[src/rtl/ex_mem_pipe_reg.sv]
// EX/MEM pipeline register with a valid/ready handshake and a 2-entry skid buffer.
// The head entry drives the outputs. Control bits are forced to zero whenever no valid instruction is held.
module ex_mem_pipe_reg #(
  parameter int DATA_W     = 32,
  parameter int REG_ADDR_W = 5
) (
  input  logic                  clk,
  input  logic                  reset,
  input  logic                  flush,
  input  logic                  in_valid,
  output logic                  in_ready,
  input  logic [DATA_W-1:0]     alu_result_in,
  input  logic [DATA_W-1:0]     write_data_in,
  input  logic [REG_ADDR_W-1:0] write_reg_in,
  input  logic                  branch_in,
  input  logic                  mem_read_in,
  input  logic                  mem_write_in,
  input  logic                  mem_to_reg_in,
  input  logic                  reg_write_in,
  output logic                  out_valid,
  input  logic                  out_ready,
  output logic [DATA_W-1:0]     alu_result_out,
  output logic [DATA_W-1:0]     write_data_out,
  output logic [REG_ADDR_W-1:0] write_reg_out,
  output logic                  branch_out,
  output logic                  mem_read_out,
  output logic                  mem_write_out,
  output logic                  mem_to_reg_out,
  output logic                  reg_write_out,
  output logic [1:0]            occupancy
);

  localparam int CTRL_W = 5;
  localparam int ENT_W  = 2 * DATA_W + REG_ADDR_W + CTRL_W;

  typedef enum logic [1:0] {
    EMPTY = 2'd0,
    ONE   = 2'd1,
    FULL  = 2'd2
  } state_t;

  state_t             state_reg;
  logic [ENT_W-1:0]   head_reg;
  logic [ENT_W-1:0]   skid_reg;
  logic [ENT_W-1:0]   in_entry;
  logic               accept;
  logic               release_evt;
  logic [CTRL_W-1:0]  head_ctrl;
  logic [CTRL_W-1:0]  ctrl_gated;

  // Entry layout: {alu_result, write_data, write_reg, branch, mem_read, mem_write, mem_to_reg, reg_write}
  assign in_entry = {alu_result_in, write_data_in, write_reg_in,
                     branch_in, mem_read_in, mem_write_in, mem_to_reg_in, reg_write_in};

  // Handshake flags depend only on registered state.
  assign in_ready    = (state_reg != FULL);
  assign out_valid   = (state_reg != EMPTY);
  assign occupancy   = 2'(state_reg);
  assign accept      = in_valid && in_ready;
  assign release_evt = out_valid && out_ready;

  always_ff @(posedge clk) begin
    if (reset) begin
      state_reg <= EMPTY;
      head_reg  <= '0;
      skid_reg  <= '0;
    end else if (flush) begin
      state_reg <= EMPTY;
    end else begin
      case (state_reg)
        EMPTY: begin
          if (accept) begin
            head_reg  <= in_entry;
            state_reg <= ONE;
          end
        end
        ONE: begin
          if (accept && release_evt) begin
            head_reg <= in_entry;
          end else if (accept) begin
            skid_reg  <= in_entry;
            state_reg <= FULL;
          end else if (release_evt) begin
            state_reg <= EMPTY;
          end
        end
        FULL: begin
          if (release_evt) begin
            head_reg  <= skid_reg;
            state_reg <= ONE;
          end
        end
        default: state_reg <= EMPTY;
      endcase
    end
  end

  assign alu_result_out = head_reg[ENT_W-1 -: DATA_W];
  assign write_data_out = head_reg[ENT_W-DATA_W-1 -: DATA_W];
  assign write_reg_out  = head_reg[CTRL_W +: REG_ADDR_W];
  assign head_ctrl      = head_reg[CTRL_W-1:0];

  // A bubble must never carry live control into the memory stage.
  generate
    for (genvar gi = 0; gi < CTRL_W; gi++) begin : g_ctrl_gate
      assign ctrl_gated[gi] = head_ctrl[gi] & out_valid;
    end
  endgenerate

  assign {branch_out, mem_read_out, mem_write_out, mem_to_reg_out, reg_write_out} = ctrl_gated;

endmodule

[config.mk]
export PLATFORM = sky130hd
export DESIGN_NAME = ex_mem_pipe_reg
export DESIGN_NICKNAME = d
export VERILOG_FILES = /design/src/rtl/ex_mem_pipe_reg.sv
export SDC_FILE = /design/constraint.sdc
export NUM_CORES = 1
export LEC_CHECK = 0
export ABC_AREA = 0
export CAP_MARGIN = 20
export CORE_UTILIZATION = 47
export CTS_CLUSTER_SIZE = 30
export DETAILED_ROUTE_END_ITERATION = 8
export PLACE_DENSITY = 0.78
export SLEW_MARGIN = 20
export SYNTH_ARGS = -nofsm -noshare
export SYNTH_HDL_FRONTEND = slang
export SYNTH_SLANG_ARGS = --single-unit
export TNS_END_PERCENT = 20
[constraint.sdc]
create_clock -name clk -period 3.3 [get_ports clk]
set_clock_uncertainty 0.2 [all_clocks]
set_input_delay 0.495 -clock clk [delete_from_list [all_inputs] [get_ports clk]]
set_output_delay 0.495 -clock clk [all_outputs]
set_load 0.1 [all_outputs]
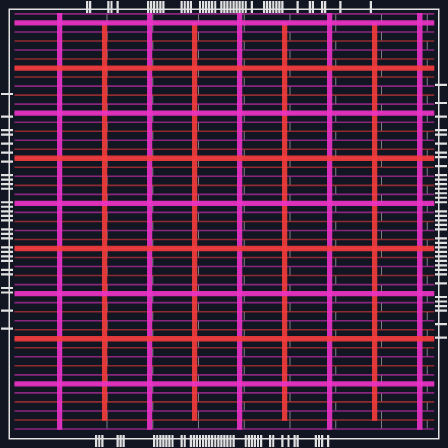
pdn.png
Pins as bars on the die edge. Tap cells in gray.
[red] VDD
[magenta] VSS
met1 rails: 47
signal pins: 157
met4 straps: 9

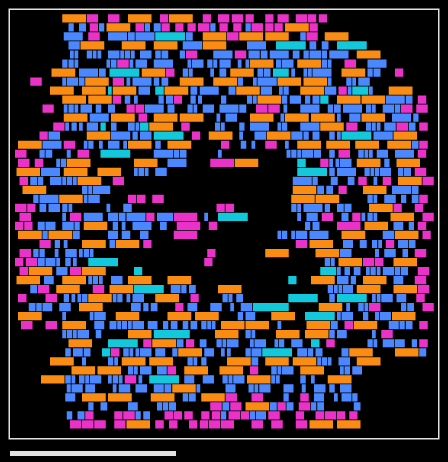
cell_classes.png
Bar = 50 µm.
[orange] flip-flops | cells: 150
[blue] all other logic | cells: 540
[magenta] other buffers and delay cells | cells: 173
[cyan] clock drivers and dummy loads | cells: 32

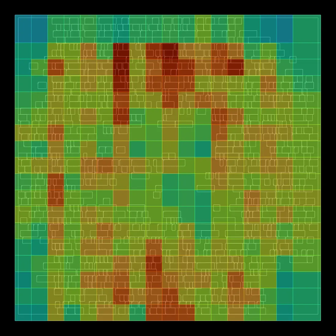
final_congestion.png
peak-usage layer in the global routing report: met2
global-route track usage on met1: 25.50%
Overall Global Routing Usage: 20.27%
Routed WL per cell: 15.10 µm
final core utilization: 57.04%

==> flow_summary.yaml <==
# yosys + openroad results
yosys:
  asyncSetResetFlopFracSynth_pct: 0
  yosys_warnings: 0
  yosys.cell_types.count: 26
  synthesized_area_fraction_occupied_by_xor_and_xnor_cells_pct: 0
  synth_top_cell_by_area: "sky130_fd_sc_hd__dfxtp_1"
  synth_chip_area_mm2: 0.007582
  yosys.stat.seqShare_pct: 39.60
  yosys-top-cells-area: "sky130_fd_sc_hd__dfxtp_1, sky130_fd_sc_hd__mux2i_1, sky130_fd_sc_hd__buf_4"
  postSynth.topFlopCell: "sky130_fd_sc_hd__dfxtp_1"
  syn_area_per_cell_um2: 9.005
  synth-cells-yosys: 842
  synth_compound_gate_area_share_pct: 22.67
  post_synth_most_frequent_cells: "sky130_fd_sc_hd__dfxtp_1, sky130_fd_sc_hd__nand2_1, sky130_fd_sc_hd__buf_4"
  syn-num-nets: 921
  syn-cell-area_mm2: 0.007582
  yosys_register_bits: 150
  synth.mux.area_fraction_pct: 9.769
  synth-edff-count: 0
  synthTopLogicFamily: "AND-OR/OR-AND gates"
  ys_sh_simple_pct: 14.74
  adder_share_pct: 0
flow_run:
  max_cap_viols: 0
  log.warning_count: 31
setup_path:
  setup.worst_path.end: "mem_to_reg_out"
  critPathSlowestCell: "sky130_fd_sc_hd__nor2_1"
  end_kind: "primary output"
  reg2reg_from: "occupancy[0]$_SDFFE_PP0P_"
  setup.worst_path.class: "reg2out"
  worst_ep_arrival_time_ns: 1.64
  reg2reg_setup_slack_ns: 1.19
  critical_path.cell_chain: "nor2_1 -> nor2b_1 -> buf_4"
  crit_required_ns: 2.60
  timing.critical_path.max_delay_family: "simple AND/OR/NAND/NOR gates"
  worstPathBufferInverterCount: 1
  end_of_the_worst_register_to_register_path: "skid_reg[5]$_SDFFE_PP0P_"
  crit_fanout: 8
pwr:
  clock_power_share_pct: 41.8
  ir_worst_vdd_v: 0.0003913
  leakage_uw: 0.003871
  power.clock.total_uw: 1930
  power_density_mw_per_mm2: 512.1
  power.switching_uw: 1350
  power.internal_uw: 3273
  comb_power_share_pct: 17.2
  swShare_pct: 29.20
  power.largest_group: "the clock network"
  power.share.sequential_pct: 41.0
  pwr_total_uw: 4623
final_timing:
  achievable-frequency_mhz: 428.3
  period_needed_ns: 2.335
  timing.hold.ws_ns: 0.2343
  setup_tns_ns: 0
  finalWorstSetupSlack_ns: 0.9650
  final.period_utilization_pct: 70.76
  grt_setup_unrepaired: "false"
  final-max-slew-violation-count: 0
  slew-limit-headroom_pct: 55.94
  final_hold_viol_count: 0
  worst-slew-pin-transition_ns: 0.6609
global_route:
  met3_usage_pct: 4.624
  overflow: 0
  grt_pass1_vias: 5291
  grt_max_degree: 139
  groute.layer.met2.usage_pct: 33.70
  grt_first_pass_wirelength_um: 26580
  initial_antenna_violation_count: 0
floorplan:
  fp.dieH_um: 129.0
  die_w_um: 129.0
  chip_area_mm2: 0.01664
  fp.coreArea_mm2: 0.01583
  floorplan.rows: 46
  io_pins: 157
  floorplan.tapcells: 216
worst_hold_path:
  timing.hold.worst.class: "in2reg"
  worstHoldStart: "flush"
  timing.hold.worst_path_depth: 2
layout:
  layout.sequential_cells: 150
  regArea_mm2: 0.003003
  n_all_inverters: 1
  largest_class: "logic gates"
  layout.non_clock_buffers: 173
  antenna_cells: 0
  bufAreaShareNonClock_pct: 17.23
  final_standard_cell_area_without_fillers_mm2: 0.009027
  fin_cells: 1111
  layout.nets: 961
  drive_gt1_share_pct: 19.11
  clockNetworkAreaShare_pct: 6.597
  comb_cells: 539
  area_growth_pct: 19.06
  nClkBuffers: 21
  final.fill_count: 1401
  comb_share_pct: 39.88
  mi_logic_area_mm2: 0.003600
  layout_top_cells_excl_fill_tap: "sky130_fd_sc_hd__nand2_1, sky130_fd_sc_hd__dfxtp_1, sky130_fd_sc_hd__buf_4, sky130_fd_sc_hd__nor2b_1, sky130_fd_sc_hd__clkdlybuf4s50_1"
route:
  route.final.wire_length_um: 16770
  drtIter0Drc: 396
  firstDrtPassIters: 4
  num_vias: 5828
  antenna_left: 0
  wl_met3_um: 816
  highest-signal-layer: "met4"
  route.met2.wl_um: 7864
  route.detailed.drc: 0
  vias_per_cell: 5.246
clock_network:
  clock_tree.buffer_depth: 2
  clock_latency_ns: 0.43
  cts_post_setup_buffers_inserted: 0
  cts_bufs_inserted: 17
  clock-root-buffer: "sky130_fd_sc_hd__clkbuf_16"
  clk_pin_slew_ns: 0.06
  cts-htree-levels: 4
  cts_tree: "done"
placement:
  detailedPlacementHpwl_um: 10260
  placed_cells_incl_taps: 1079
  gp_congestion: 0.7255
  numPortBuffers: 156
  detailed_place.area_mm2: 0.008432
run_status:
  status: "finished clean"
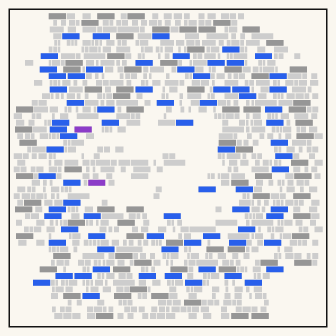
registers.png
Other sequential cells in the stronger gray, the rest of the logic in the fainter gray.
[purple] `occupancy` | placed flops: 2
[blue] `skid_reg` | placed flops: 74 | where: all over the die
not colored: 74

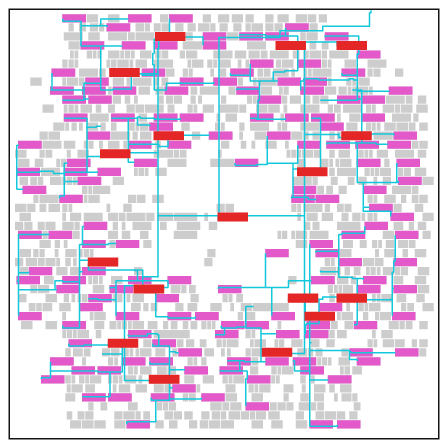
clock_map.png
[magenta] flip-flops | count: 150
[cyan] clock wires | length: 1,880 µm
[red] cells driving clock nets | count: 17
flops lie: all over the die

Power and IR drop assume default switching activity.
